`config.mk`:
```
export PLATFORM = sky130hd
export DESIGN_NAME = solver_run_monitor
export DESIGN_NICKNAME = d
export VERILOG_FILES = /design/src/rtl/solver_run_monitor.sv
export SDC_FILE = /design/constraint.sdc
export NUM_CORES = 1
export LEC_CHECK = 0
export ABC_AREA = 1
export CAP_MARGIN = 15
export CELL_PAD_IN_SITES_DETAIL_PLACEMENT = 0
export CELL_PAD_IN_SITES_GLOBAL_PLACEMENT = 2
export CORE_AREA = 4 4 179 251
export DETAILED_ROUTE_END_ITERATION = 7
export DIE_AREA = 0 0 183 255
export PLACE_DENSITY_LB_ADDON = 0.08
export SYNTH_ARGS = -nofsm -noshare
export SYNTH_HDL_FRONTEND = slang
export SYNTH_SLANG_ARGS = --single-unit
```
`constraint.sdc`:
```
create_clock -name Clk -period 3.6 [get_ports Clk]
set_input_delay 1.08 -clock Clk [delete_from_list [all_inputs] [get_ports Clk]]
set_output_delay 1.08 -clock Clk [all_outputs]
set_load 0.05 [all_outputs]
```
`src/rtl/solver_run_monitor.sv`:
```
// solver_run_monitor: per-channel completion monitor for N_CH solver instances.
// It measures completion cycles, latches results, raises error/timeout flags and
// then streams one report beat per channel over a valid/ready handshake.
// Optional feature macro: EXPECTED_CHECK_EN adds ChExpected/AnyMismatch and
// reports a mismatching ok-beat with status 3.
module solver_run_monitor #(
    parameter int  N_CH           = 2,
    parameter int  RES_W          = 64,
    parameter int  CYC_W          = 32,
    parameter int  TIMEOUT_CYCLES = 1000000,
    localparam int CH_W           = (N_CH > 1) ? $clog2(N_CH) : 1
) (
    input  logic                  Clk,
    input  logic                  Rst,
    input  logic                  Start,
    input  logic [N_CH-1:0]       ChDone,
    input  logic [N_CH-1:0]       ChError,
    input  logic [N_CH*RES_W-1:0] ChResult,
`ifdef EXPECTED_CHECK_EN
    input  logic [N_CH*RES_W-1:0] ChExpected,
    output logic                  AnyMismatch,
`endif
    output logic                  Running,
    output logic                  AllDone,
    output logic                  AnyError,
    output logic                  Timeout,
    output logic                  OutValid,
    input  logic                  OutReady,
    output logic [CH_W-1:0]       OutChannel,
    output logic [RES_W-1:0]      OutResult,
    output logic [CYC_W-1:0]      OutCycles,
    output logic [1:0]            OutStatus,
    output logic                  ReportDone
);

    // state    | meaning
    // IDLE     | waiting for Start after reset
    // RUN      | counting cycles, latching per-channel events
    // REPORT   | streaming one beat per channel, ascending index
    // FINISHED | report complete, flags and latches held
    localparam logic [1:0] S_IDLE     = 2'd0;
    localparam logic [1:0] S_RUN      = 2'd1;
    localparam logic [1:0] S_REPORT   = 2'd2;
    localparam logic [1:0] S_FINISHED = 2'd3;

    localparam logic [CH_W-1:0] LAST_CH = CH_W'(N_CH - 1);

    logic [1:0]       state;
    logic [CYC_W-1:0] cyc;
    logic [N_CH-1:0]  lat_done;
    logic [N_CH-1:0]  lat_err;
    logic [RES_W-1:0] lat_res [N_CH];
    logic [CYC_W-1:0] lat_cyc [N_CH];
    logic [CH_W-1:0]  rpt_idx;

    logic [N_CH-1:0]  ev;
    logic [N_CH-1:0]  nxt_done;
    logic [N_CH-1:0]  nxt_err;
    logic             exit_all;
    logic             exit_err;
    logic             exit_to;
    logic             run_exit;
    logic             beat_accept;
    logic             restart;
    logic [1:0]       beat_status;
    logic [RES_W-1:0] beat_res;
    logic [CYC_W-1:0] beat_cyc;

    // Watchdog compare; a zero limit removes it entirely.
    generate
        if (TIMEOUT_CYCLES != 0) begin : g_wdog
            assign exit_to = (64'(cyc) == 64'(TIMEOUT_CYCLES - 1));
        end else begin : g_no_wdog
            assign exit_to = 1'b0;
        end
    endgenerate

    // First event per channel and the exit decision use the post-latch view,
    // so the run ends in the cycle right after the deciding event.
    always_comb begin
        ev       = ~(lat_done | lat_err) & (ChDone | ChError);
        nxt_done = lat_done | (ev & ChDone);
        nxt_err  = lat_err | (ev & ChError);
        exit_all = &(nxt_done | nxt_err);
        exit_err = |nxt_err;
        run_exit = exit_all | exit_err | exit_to;
    end

    // Beat contents for the channel currently being reported.
    always_comb begin
        beat_status = 2'd2;
        beat_res    = '0;
        beat_cyc    = cyc;
        if (lat_done[rpt_idx] | lat_err[rpt_idx]) begin
            beat_res    = lat_res[rpt_idx];
            beat_cyc    = lat_cyc[rpt_idx];
            beat_status = lat_err[rpt_idx] ? 2'd1 : 2'd0;
        end
`ifdef EXPECTED_CHECK_EN
        if ((beat_status == 2'd0) &&
            (beat_res != ChExpected[int'(rpt_idx)*RES_W +: RES_W]))
            beat_status = 2'd3;
`endif
    end

    assign Running     = (state == S_RUN);
    assign OutValid    = (state == S_REPORT);
    assign OutChannel  = OutValid ? rpt_idx : '0;
    assign OutResult   = OutValid ? beat_res : '0;
    assign OutCycles   = OutValid ? beat_cyc : '0;
    assign OutStatus   = OutValid ? beat_status : 2'd0;
    assign beat_accept = OutValid & OutReady;
    assign restart     = Start & ((state == S_IDLE) | (state == S_FINISHED));

    // Control FSM, cycle counter, event flags and sticky status flags.
    always_ff @(posedge Clk) begin
        if (Rst) begin
            state      <= S_IDLE;
            cyc        <= '0;
            rpt_idx    <= '0;
            lat_done   <= '0;
            lat_err    <= '0;
            AllDone    <= 1'b0;
            AnyError   <= 1'b0;
            Timeout    <= 1'b0;
            ReportDone <= 1'b0;
`ifdef EXPECTED_CHECK_EN
            AnyMismatch <= 1'b0;
`endif
        end else begin
            case (state)
                S_IDLE, S_FINISHED: begin
                    if (Start) begin
                        state      <= S_RUN;
                        cyc        <= '0;
                        rpt_idx    <= '0;
                        lat_done   <= '0;
                        lat_err    <= '0;
                        AllDone    <= 1'b0;
                        AnyError   <= 1'b0;
                        Timeout    <= 1'b0;
                        ReportDone <= 1'b0;
`ifdef EXPECTED_CHECK_EN
                        AnyMismatch <= 1'b0;
`endif
                    end
                end
                S_RUN: begin
                    lat_done <= nxt_done;
                    lat_err  <= nxt_err;
                    if (run_exit) begin
                        // cyc is frozen here so unlatched beats report the exit cycle
                        state    <= S_REPORT;
                        AllDone  <= exit_all & (&nxt_done);
                        AnyError <= exit_err;
                        Timeout  <= exit_to;
                    end else if (cyc != '1) begin
                        cyc <= cyc + 1'b1;
                    end
                end
                S_REPORT: begin
                    if (beat_accept) begin
`ifdef EXPECTED_CHECK_EN
                        if (beat_status == 2'd3) AnyMismatch <= 1'b1;
`endif
                        if (rpt_idx == LAST_CH) begin
                            state      <= S_FINISHED;
                            ReportDone <= 1'b1;
                        end else begin
                            rpt_idx <= rpt_idx + 1'b1;
                        end
                    end
                end
                default: state <= S_IDLE;
            endcase
        end
    end

    // Per-channel result and completion-cycle latches.
    always_ff @(posedge Clk) begin
        for (int i = 0; i < N_CH; i++) begin
            if (Rst || restart) begin
                lat_res[i] <= '0;
                lat_cyc[i] <= '0;
            end else if ((state == S_RUN) && ev[i]) begin
                lat_res[i] <= ChResult[i*RES_W +: RES_W];
                lat_cyc[i] <= cyc;
            end
        end
    end

endmodule

```
Supply network:
(1.5 px per um) Pins as bars on the die edge.
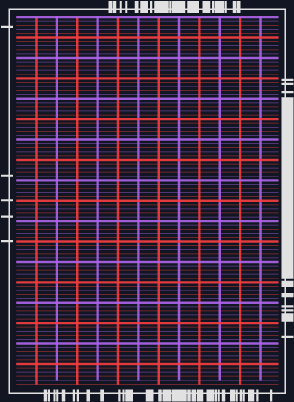
legend:
  purple:
    net: VDD
  red:
    net: VSS
rows: 90
met1 rails: 91
met5 straps: 18
core area: 42800 um2
Die X-Extent: 183 um
Max rail drop VDD: 0.342 mV
Die H: 255 um

M2 wires:
(1.5 px per um)
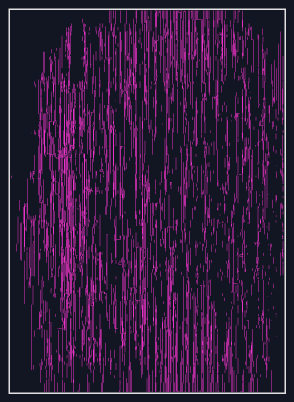
share of all routed wire: 51%
main direction: vertical
nets with wire on the layer: 1392
longest straight run: 87.7 um
global routing usage on met2: 0.315
Post-Route WL: 41400 um

Sequential cells grouped by signal name:
(1.5 px per um) Other sequential cells in the stronger gray, the rest of the logic in the fainter gray.
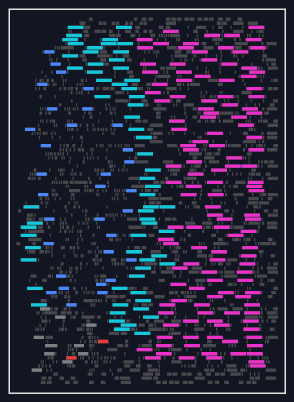
legend:
  cyan:
    netlist_name: `lat_cyc`
    sequential_cells: 64
  blue:
    netlist_name: `cyc`
    sequential_cells: 32
  red:
    netlist_name: `lat_err`
    sequential_cells: 2
  magenta:
    netlist_name: `lat_res`
    sequential_cells: 128
not colored: 10
seq pwr: 4.22 mW
Layout Utilization: 0.395

==> GITHUB_STEP_SUMMARY <==
## Synthesis and layout report

| Metric | Value |
|---|---|
| AND/OR/NAND/NOR Cells, Area Fraction | 0.245 |
| Ao+oa area frac | 0.0638 |
| Grt ovf | 0 |
| M3 GR Usage | 0.0208 |
| Total clock buffers created by CTS | 26 |
| TritonRoute pass-1 iters | 5 |
| Final setup viols | 0 |
| Root buffer selected by CTS | clkbuf_16 |
| Worst Setup End Kind | output port |
| CP Launch Type | register |
| Placed cell area | 16000 um2 |
| DR DRC count | 0 |
| Slowest cell on the critical path | dfxtp_1 |
| Mapped Area | 11800 um2 |
| Max-cap viol count | 0 |
| Worst r2r src | state[0] |
| Hold Path Origin | AllDone |
| GRT Util Overall | 0.172 |
| Pin count of the biggest net entering global routing | 65 |
| WP buf/inv | 2 |
| Worst path top cell family by delay | AND-OR/OR-AND gates |
| Top FF cell, synth | edfxtp_1 |
| Worst-Skew Late Latency | 0.54 ns |
| Switching power | 3.70 mW |
| Status | finished, final reports clean |
## flip-flops by register name, summed over array words and instances (netlist names), 2 cells and up, named ones only
register  flops
lat_res     128
lat_cyc      64
cyc          32
lat_done      2
lat_err       2
state         2
## timing repair
item                                    in CTS  in global routing
buffers inserted                             0                  0
endpoints found under the setup margin       1                 54
gates cloned                                 0                  0
pin swaps                                    0                  0
gates resized                                0                  3
## cell usage in the layout (no fill, tap or decap), drive strengths merged, types with 15 or more instances in the layout
| cell type | Yosys | routed |
|---|---|---|
| nand2 | 306 | 306 |
| nor2 | 304 | 304 |
| inv | 216 | 217 |
| edfxtp | 192 | 192 |
| clkdlybuf4s50 | 0 | 142 |
| buf | 33 | 134 |
| a21oi | 88 | 88 |
| nand4 | 49 | 49 |
| dfxtp | 44 | 44 |
| clkbuf | 41 | 37 |
| o22ai | 33 | 33 |
| mux2i | 32 | 32 |
| nand3 | 24 | 24 |
| o21ai | 15 | 15 |
## stage by stage
| step | power, mW | worst slack (ns) | TNS [ns] | cells | hold WS, ns |
|---|---|---|---|---|---|
| 2_1_floorplan | 6.33 | -0.235 | -45.59 | 1410 | 0.449 |
| 3_3_place_gp | 7.77 | 0.438 | 0 | 2165 | 0.456 |
| 3_5_place_dp | 7.79 | 0.430 | 0 | 2165 | 0.465 |
| 4_1_cts | 10.5 | -0.0168 | -0.0168 | 2212 | 0.476 |
| 5_1_grt | 11.0 | 0.00815 | 0 | 2212 | 0.487 |
| 6_report | 10.4 | 0.153 | 0 | 2212 | 0.470 |
## layout make-up
cell class,instances,area [um2]
fillers,4399,25900
clock inverters,10,76.3
flip-flops and latches,236,6650
well taps,552,691
clock buffers,37,785
inverters,217,815
repair buffers,277,3590
multi-input cells,883,4300
Power is estimated from default activity; no workload was simulated.
